<file path="src/rtl/fetch_pc_sequencer.sv">
// Fetch-address sequencer: walks the PC linearly or along predicted targets,
// redirects on ALU-reported mispredictions and holds a timed flush window after each one.
module fetch_pc_sequencer #(
    parameter logic [31:0] RESET_PC     = 32'h0000_1000,
    parameter int unsigned FLUSH_CYCLES = 2
) (
    input  logic        clk_i,
    input  logic        rsn_i,
    input  logic        icache_ready_i,
    input  logic        stall_i,
    input  logic        bp_prediction_i,
    input  logic        bp_taken_i,
    input  logic [31:0] bp_pred_pc_i,
    input  logic        bp_error_i,
    input  logic        alu_jumps_i,
    input  logic [31:0] alu_target_pc_i,
    input  logic [31:0] alu_branch_pc_i,
    output logic [31:0] pc_o,
    output logic        pc_valid_o,
    output logic        flush_o,
    output logic        redirect_o,
    output logic [15:0] mispredict_cnt_o
);

    typedef enum logic [1:0] {
        ST_BOOT  = 2'd0,
        ST_FETCH = 2'd1,
        ST_FLUSH = 2'd2
    } state_t;

    localparam logic [2:0]  FLUSH_LOAD = 3'(FLUSH_CYCLES);
    localparam logic [31:0] ALIGN_MASK = 32'hFFFF_FFFC;
    localparam logic [15:0] CNT_MAX    = 16'hFFFF;

    state_t      state_q, state_d;
    logic [31:0] pc_q, pc_d;
    logic        pc_valid_q, pc_valid_d;
    logic        flush_q, flush_d;
    logic        redirect_q, redirect_d;
    logic [2:0]  flush_cnt_q, flush_cnt_d;
    logic [15:0] mispred_cnt_q, mispred_cnt_d;

    logic [31:0] seq_pc;
    logic [31:0] redirect_pc;
    logic        fetch_accepted;
    logic        predict_taken;

    assign seq_pc         = (pc_q + 32'd4) & ALIGN_MASK;
    assign redirect_pc    = (alu_jumps_i ? alu_target_pc_i : (alu_branch_pc_i + 32'd4)) & ALIGN_MASK;
    assign fetch_accepted = icache_ready_i & ~stall_i;
    assign predict_taken  = bp_prediction_i & bp_taken_i;

    always_ff @(posedge clk_i) begin
        if (!rsn_i) begin
            state_q       <= ST_BOOT;
            pc_q          <= RESET_PC;
            pc_valid_q    <= 1'b0;
            flush_q       <= 1'b0;
            redirect_q    <= 1'b0;
            flush_cnt_q   <= 3'd0;
            mispred_cnt_q <= 16'd0;
        end else begin
            state_q       <= state_d;
            pc_q          <= pc_d;
            pc_valid_q    <= pc_valid_d;
            flush_q       <= flush_d;
            redirect_q    <= redirect_d;
            flush_cnt_q   <= flush_cnt_d;
            mispred_cnt_q <= mispred_cnt_d;
        end
    end

    always_comb begin
        state_d       = state_q;
        pc_d          = pc_q;
        pc_valid_d    = pc_valid_q;
        flush_d       = flush_q;
        redirect_d    = 1'b0;
        flush_cnt_d   = flush_cnt_q;
        mispred_cnt_d = mispred_cnt_q;

        unique case (state_q)
            ST_BOOT: begin
                state_d    = ST_FETCH;
                pc_d       = RESET_PC;
                pc_valid_d = 1'b1;
                flush_d    = 1'b0;
            end

            ST_FETCH: begin
                pc_valid_d = 1'b1;
                flush_d    = 1'b0;
                // A misprediction wins over stall, cache backpressure and the predictor.
                if (bp_error_i) begin
                    state_d     = ST_FLUSH;
                    pc_d        = redirect_pc;
                    pc_valid_d  = 1'b0;
                    flush_d     = 1'b1;
                    redirect_d  = 1'b1;
                    flush_cnt_d = FLUSH_LOAD;
                    if (mispred_cnt_q != CNT_MAX) begin
                        mispred_cnt_d = mispred_cnt_q + 16'd1;
                    end
                end else if (fetch_accepted) begin
                    pc_d = predict_taken ? (bp_pred_pc_i & ALIGN_MASK) : seq_pc;
                end
            end

            ST_FLUSH: begin
                pc_valid_d = 1'b0;
                flush_d    = 1'b1;
                // Last flush cycle: resume fetching at the held redirect target.
                if (flush_cnt_q <= 3'd1) begin
                    state_d     = ST_FETCH;
                    flush_cnt_d = 3'd0;
                    flush_d     = 1'b0;
                    pc_valid_d  = 1'b1;
                end else begin
                    flush_cnt_d = flush_cnt_q - 3'd1;
                end
            end

            default: begin
                state_d    = ST_BOOT;
                pc_valid_d = 1'b0;
                flush_d    = 1'b0;
            end
        endcase
    end

    assign pc_o             = pc_q;
    assign pc_valid_o       = pc_valid_q;
    assign flush_o          = flush_q;
    assign redirect_o       = redirect_q;
    assign mispredict_cnt_o = mispred_cnt_q;

endmodule

</file>
<file path="config.mk">
export PLATFORM = sky130hd
export DESIGN_NAME = fetch_pc_sequencer
export DESIGN_NICKNAME = d
export VERILOG_FILES = /design/src/rtl/fetch_pc_sequencer.sv
export SDC_FILE = /design/constraint.sdc
export NUM_CORES = 1
export LEC_CHECK = 0
export CAP_MARGIN = 30
export CORE_ASPECT_RATIO = 1.25
export CORE_MARGIN = 4
export CORE_UTILIZATION = 40
export DETAILED_ROUTE_END_ITERATION = 10
export GPL_ROUTABILITY_DRIVEN = 0
export MAX_ROUTING_LAYER = met4
export PLACE_DENSITY = 0.8
export SYNTH_ARGS = -nofsm -noshare
export SYNTH_HDL_FRONTEND = slang
export SYNTH_SLANG_ARGS = --single-unit
</file>
<file path="constraint.sdc">
create_clock -name clk_i -period 2 [get_ports clk_i]
set_clock_uncertainty 0.1 [all_clocks]
set_input_delay 0.4 -clock clk_i [delete_from_list [all_inputs] [get_ports clk_i]]
set_output_delay 0.4 -clock clk_i [all_outputs]
set_load 0.1 [all_outputs]
</file>
==> qor.txt, run 1 <==
Via-to-Cell Ratio - 5.965
Design Area, Final - 7590 um2
setup tns final - -273.4 ps
CP Capture Type - flip-flop
area grow syn2layout - 83.26%
met3 GRT Util - 5.097%
failing checks - setup timing
Final #Nets - 921
Post-synth regs - 54
layout filler cell count - 623
OpenROAD warnings - 39
final setup margin - -116.3 ps
clock buffer depth - 2
Simple-Gate Area Share - 28.58%
CP max FO - 5
final setup fails - 6
Final period util - 105.8%
Post-Place Cell Area - 7066 um2
met2 routed WL - 8848 um
status - complete, but fails checks
Remaining DRCs - 0
Worst EP required - 2070 ps
==> run 1: stage by stage <==
stage	utilization (%)	power [mW]	worst slack (ps)	hold slack (ps)
after floorplan	-	3.136	-171.5	367.6
after global placement	69.91	4.444	-470.1	378.9
after detailed placement	69.91	4.514	-685.7	411.3
after CTS	72.58	5.399	1.257	425.9
after global routing	75.10	5.721	-128.9	450.5
final	75.10	5.519	-116.3	430.0
==> run 1: critical path: cells and delay by family, from the launching register on <==
| kind | cells | cell delay [ps] |
|---|---|---|
| xor gates and xnor gates | 1 | 180 |
| AOI/OAI and AO/OA | 2 | 410 |
| buffers and inverters | 2 | 420 |
| DFF | 1 | 350 |
| and+or+nand+nor | 3 | 530 |
==> run 1: cell usage in the layout (no fill, tap or decap), types with 10 or more instances in the layout <==
cell	netlist	routed
dfxtp_1	54	10
dfxtp_2	0	13
inv_1	19	18
buf_12	0	49
o21ai_0	55	53
nand3_1	36	31
dfxtp_4	0	31
xor2_1	22	22
a21oi_1	52	52
buf_4	2	120
nand2_1	51	49
nor2_1	55	52
clkdlybuf4s50_1	0	74
xnor2_1	42	40
nand4_1	20	20
==> run 1: layout make-up <==
class	count	area (um2)	area share, %
well taps	129	161.4	2.127
multi-input cells	458	3128	41.21
clock buffers	6	128.9	1.698
repair buffers	268	2869	37.80
inverters	20	75.07	0.9891
flip-flops and latches	54	1214	15.99
clock inverters	2	13.76	0.1813
==> run 1: state kept, by name, indices dropped and copies added (netlist names) <==
register          count
flush_o               1
mispredict_cnt_o     16
state_q               2
flush_cnt_q           3
pc_valid_o            1
redirect_o            1
pc_o                 30
==> run 1: path summary, 6_finish.rpt <==
kind                                                        from                          endpoint  slack (ps)
worst max-delay path                       pc_o[15]$_SDFFE_PN0P_             pc_o[24]$_SDFFE_PN0P_        -120
worst min register to register  mispredict_cnt_o[2]$_SDFFE_PN0P_  mispredict_cnt_o[2]$_SDFFE_PN0P_         430
worst max register to register             pc_o[15]$_SDFFE_PN0P_             pc_o[24]$_SDFFE_PN0P_        -120
worst min-delay path            mispredict_cnt_o[2]$_SDFFE_PN0P_  mispredict_cnt_o[2]$_SDFFE_PN0P_         430
==> run 1: what timing repair did <==
action	CTS	global route
pin swaps	7	20
resized	40	47
setup endpoints to repair	18	20
buffers inserted	5	14
==> run 1: where the power goes <==
| part | switching, mW | total, mW | internal, mW |
|---|---|---|---|
| sequential | 0.255 | 1.51 | 1.25 |
| combinational | 1.88 | 3.15 | 1.27 |
| clock | 0.399 | 0.864 | 0.466 |
| total | 2.53 | 5.52 | 2.98 |
==> run 1: Yosys cell counts, drive strengths merged, types with 3 or more instances <==
master,count,area [um2]
nand4,23,180.2
and2,5,31.28
nand2,51,191.4
buf,12,67.56
xor2,22,192.7
mux2i,3,30.03
nor3,14,70.07
xnor2,42,367.9
nor4,8,95.09
nand2b,4,25.02
and4,7,62.56
a221oi,10,87.58
dfxtp,54,1081
inv,20,75.07
a21oi,52,260.3
ha,10,125.1
o21ai,55,275.3
and3,14,90.08
a211oi,5,37.54
nor2,55,206.5
a22oi,6,45.04
nand3,36,180.2
clkbuf,22,82.58
a32oi,4,35.03
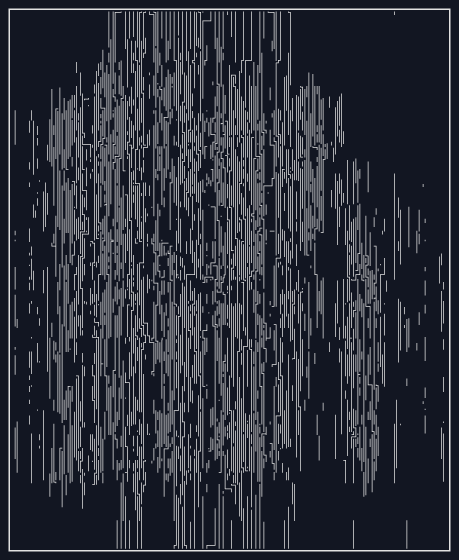
Figure 1: run 1, the metal 2 layer.
The layer holds 51% of the routed length. The longest straight run is 35.7 um.
final WL: 17480 um
via count: 5589
Global Route met2 Usage: 48.03%

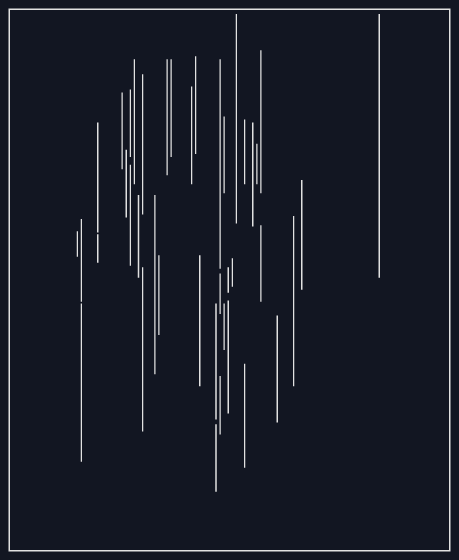
Figure 2: run 1, M4 wires.
40 nets have wire on it. The layer holds 5.4% of the routed length.

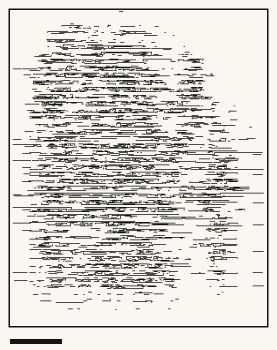
Figure 3: run 1, the metal 1 layer.
Scale bar: 20 um.
The longest straight run is 39.6 um. The layer holds 36% of the routed length. The wires run mostly horizontal. The layer carries 6260 um of wire. 805 nets have wire on it.
met1 global-route usage: 29.14%

Figure 4. Met3 routing (run 1).
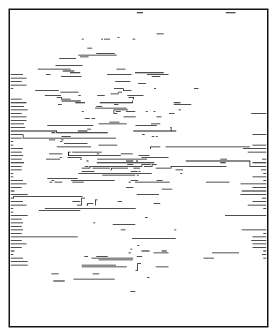

--- run 2 (diff from run 1) ---
--- a/config.mk
+++ b/config.mk
@@ -7,7 +7,7 @@
 export LEC_CHECK = 0
 export CAP_MARGIN = 30
 export CORE_ASPECT_RATIO = 1.25
-export CORE_MARGIN = 4
+export CORE_MARGIN = 2
 export CORE_UTILIZATION = 40
 export DETAILED_ROUTE_END_ITERATION = 10
 export GPL_ROUTABILITY_DRIVEN = 0
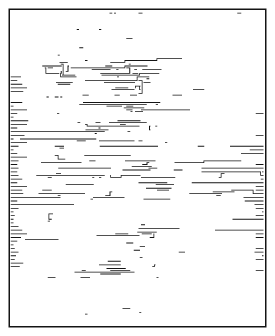
Figure 5: run 2, met3 routing.
The wires run mostly horizontal. The longest straight run is 34.7 um. The layer carries 1310 um of wire.
met3 GRT Util: 5.186%
via count: 5473
final WL: 16890 um

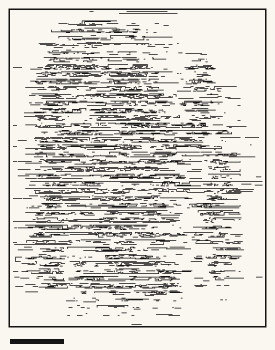
Figure 6: run 2, the metal 1 layer.
Scale bar: 20 um.
807 nets have wire on it. The layer holds 37% of the routed length. The wires run mostly horizontal. The layer carries 6270 um of wire. The longest straight run is 47.4 um.
met1 global-route usage: 33.81%

==> run 2 against run 1 <==
The run still ends with setup timing left. Die size shrank 7.2%. Flip-flop count is the same. Sequential power is essentially flat. First-iteration DRC count grew 31%. Synthesized cell count is the same. Maximum frequency grew 2.4%. Clock power shrank 2%. Non-clock buffer count grew 2.
==> qor.txt, run 2 <==
critical path depth in cells - 9
most numerous logic cells after layout - buf_4, clkdlybuf4s50_1, nor2_1, a21oi_1
max reg flops - 30
Remaining DRCs - 0
OpenROAD warnings - 39
final setup fails - 3
Worst EP required - 2060 ps
Post-synth regs - 54
CTS tree - built
top cells, area - dfxtp_1, xnor2_1, o21ai_0
clock buffer depth - 2
hold-fix buffers at CTS - 0
crit-path leading delay family - simple AND/OR/NAND/NOR gates
status - complete, but fails checks
CP max FO - 3
CP bufs+invs - 3
final setup margin - -67.57 ps
Final period util - 103.4%
Yosys top cell by area - dfxtp_1
area grow syn2layout - 80.76%
failing checks - setup timing
CP Capture Type - flip-flop
WL/cell - 17.99 um
Max-area cell share - 26.10%
Synth top cells by count - nor2_1, o21ai_0, dfxtp_1, a21oi_1, nand2_1
setup tns final - -86.51 ps
Design Area, Final - 7486 um2
Post-Place Cell Area - 7073 um2
Worst R2R Setup Slack - 20 ps
Final Util - 74.07%
RSZ-0062 raised after global routing - yes
dominant logic cell type in the layout - buf_4
Final HPWL DP - 12810 um
Via-to-Cell Ratio - 5.829
[run 2: netlist changes by cell type in the layout (fill, tap and decap cells not counted), sizes merged]
cell	before	now
clkdlybuf4s50	74	79
buf	171	173
clkinv	2	0
dlygate4sd2	7	12
clkdlybuf4s15	3	2
clkbuf	10	12
dlymetal6s2s	9	0
[run 2: routing by layer]
| metal | global-route usage (%) | wire [um] | vias to the layer above |
|---|---|---|---|
| li1 | - | - | 2526 |
| met1 | 33.81 | 6267 | 2570 |
| met2 | 51.20 | 8565 | 301 |
| met3 | 5.186 | 1307 | 76 |
| met4 | 15.22 | 748 | 0 |
| met5 | - | 0 | - |
[run 2: worst paths after layout]
path / to / startpoint
worst min register to register: flush_cnt_q[2]$_SDFFE_PN0P_ / flush_cnt_q[2]$_SDFFE_PN0P_
worst max-delay path: pc_o[27]$_SDFFE_PN0P_ / alu_branch_pc_i[6]
worst max register to register: pc_o[23]$_SDFFE_PN0P_ / pc_o[9]$_SDFFE_PN0P_
worst min-delay path: flush_cnt_q[2]$_SDFFE_PN0P_ / flush_cnt_q[2]$_SDFFE_PN0P_
[run 2: kinds of logic (layout without fill, tap and decap cells)]
logic type / after synthesis / in the layout / share of synthesized area, %
simple gates: 224 / 224 / 28.58
compound gates: 154 / 154 / 22.24
xor+xnor: 64 / 64 / 13.53
flops: 54 / 54 / 26.10
buf+inv: 54 / 298 / 5.438
fa+ha+maj: 10 / 10 / 3.021
mux: 4 / 4 / 0.9970
other cells: 1 / 2 / 0.09055
[run 2: through the flow]
| step | worst slack (ps) | total power, mW | instances |
|---|---|---|---|
| floorplan | -171.5 | 3.136 | 566 |
| global placement | -499.0 | 4.438 | 911 |
| detailed placement | -620.2 | 4.508 | 911 |
| CTS | 3.992 | 5.364 | 928 |
| global route | -53.70 | 5.706 | 939 |
| finish | -67.57 | 5.502 | 939 |
[run 2: tightest hold or removal path, cell delays in order (launching register included)]
cell and delay (ps):
dfxtp_1 320, o21ai_0 70, a21oi_1 60
[run 2: report_power, final]
group | switching, mW | internal (mW)
Sequential | 0.246 | 1.25
Clock | 0.379 | 0.467
Combinational | 1.88 | 1.28
[run 2: area by class of cell]
class                   instances  area (um2)
multi-input cells             458        3045
repair buffers                270        2855
fillers                       669        2620
flip-flops and latches         54        1212
well taps                     129       161.4
clock buffers                   8       136.4
inverters                      20       75.07
[run 2: repair_timing]
| item | CTS | global route |
|---|---|---|
| buffers inserted | 9 | 11 |
| endpoints found under the setup margin | 19 | 22 |
| gates resized | 43 | 27 |
| pin swaps | 18 | 17 |
| cloned | 0 | 0 |
Power figures rest on the tool's default switching activity, not on a simulated workload.
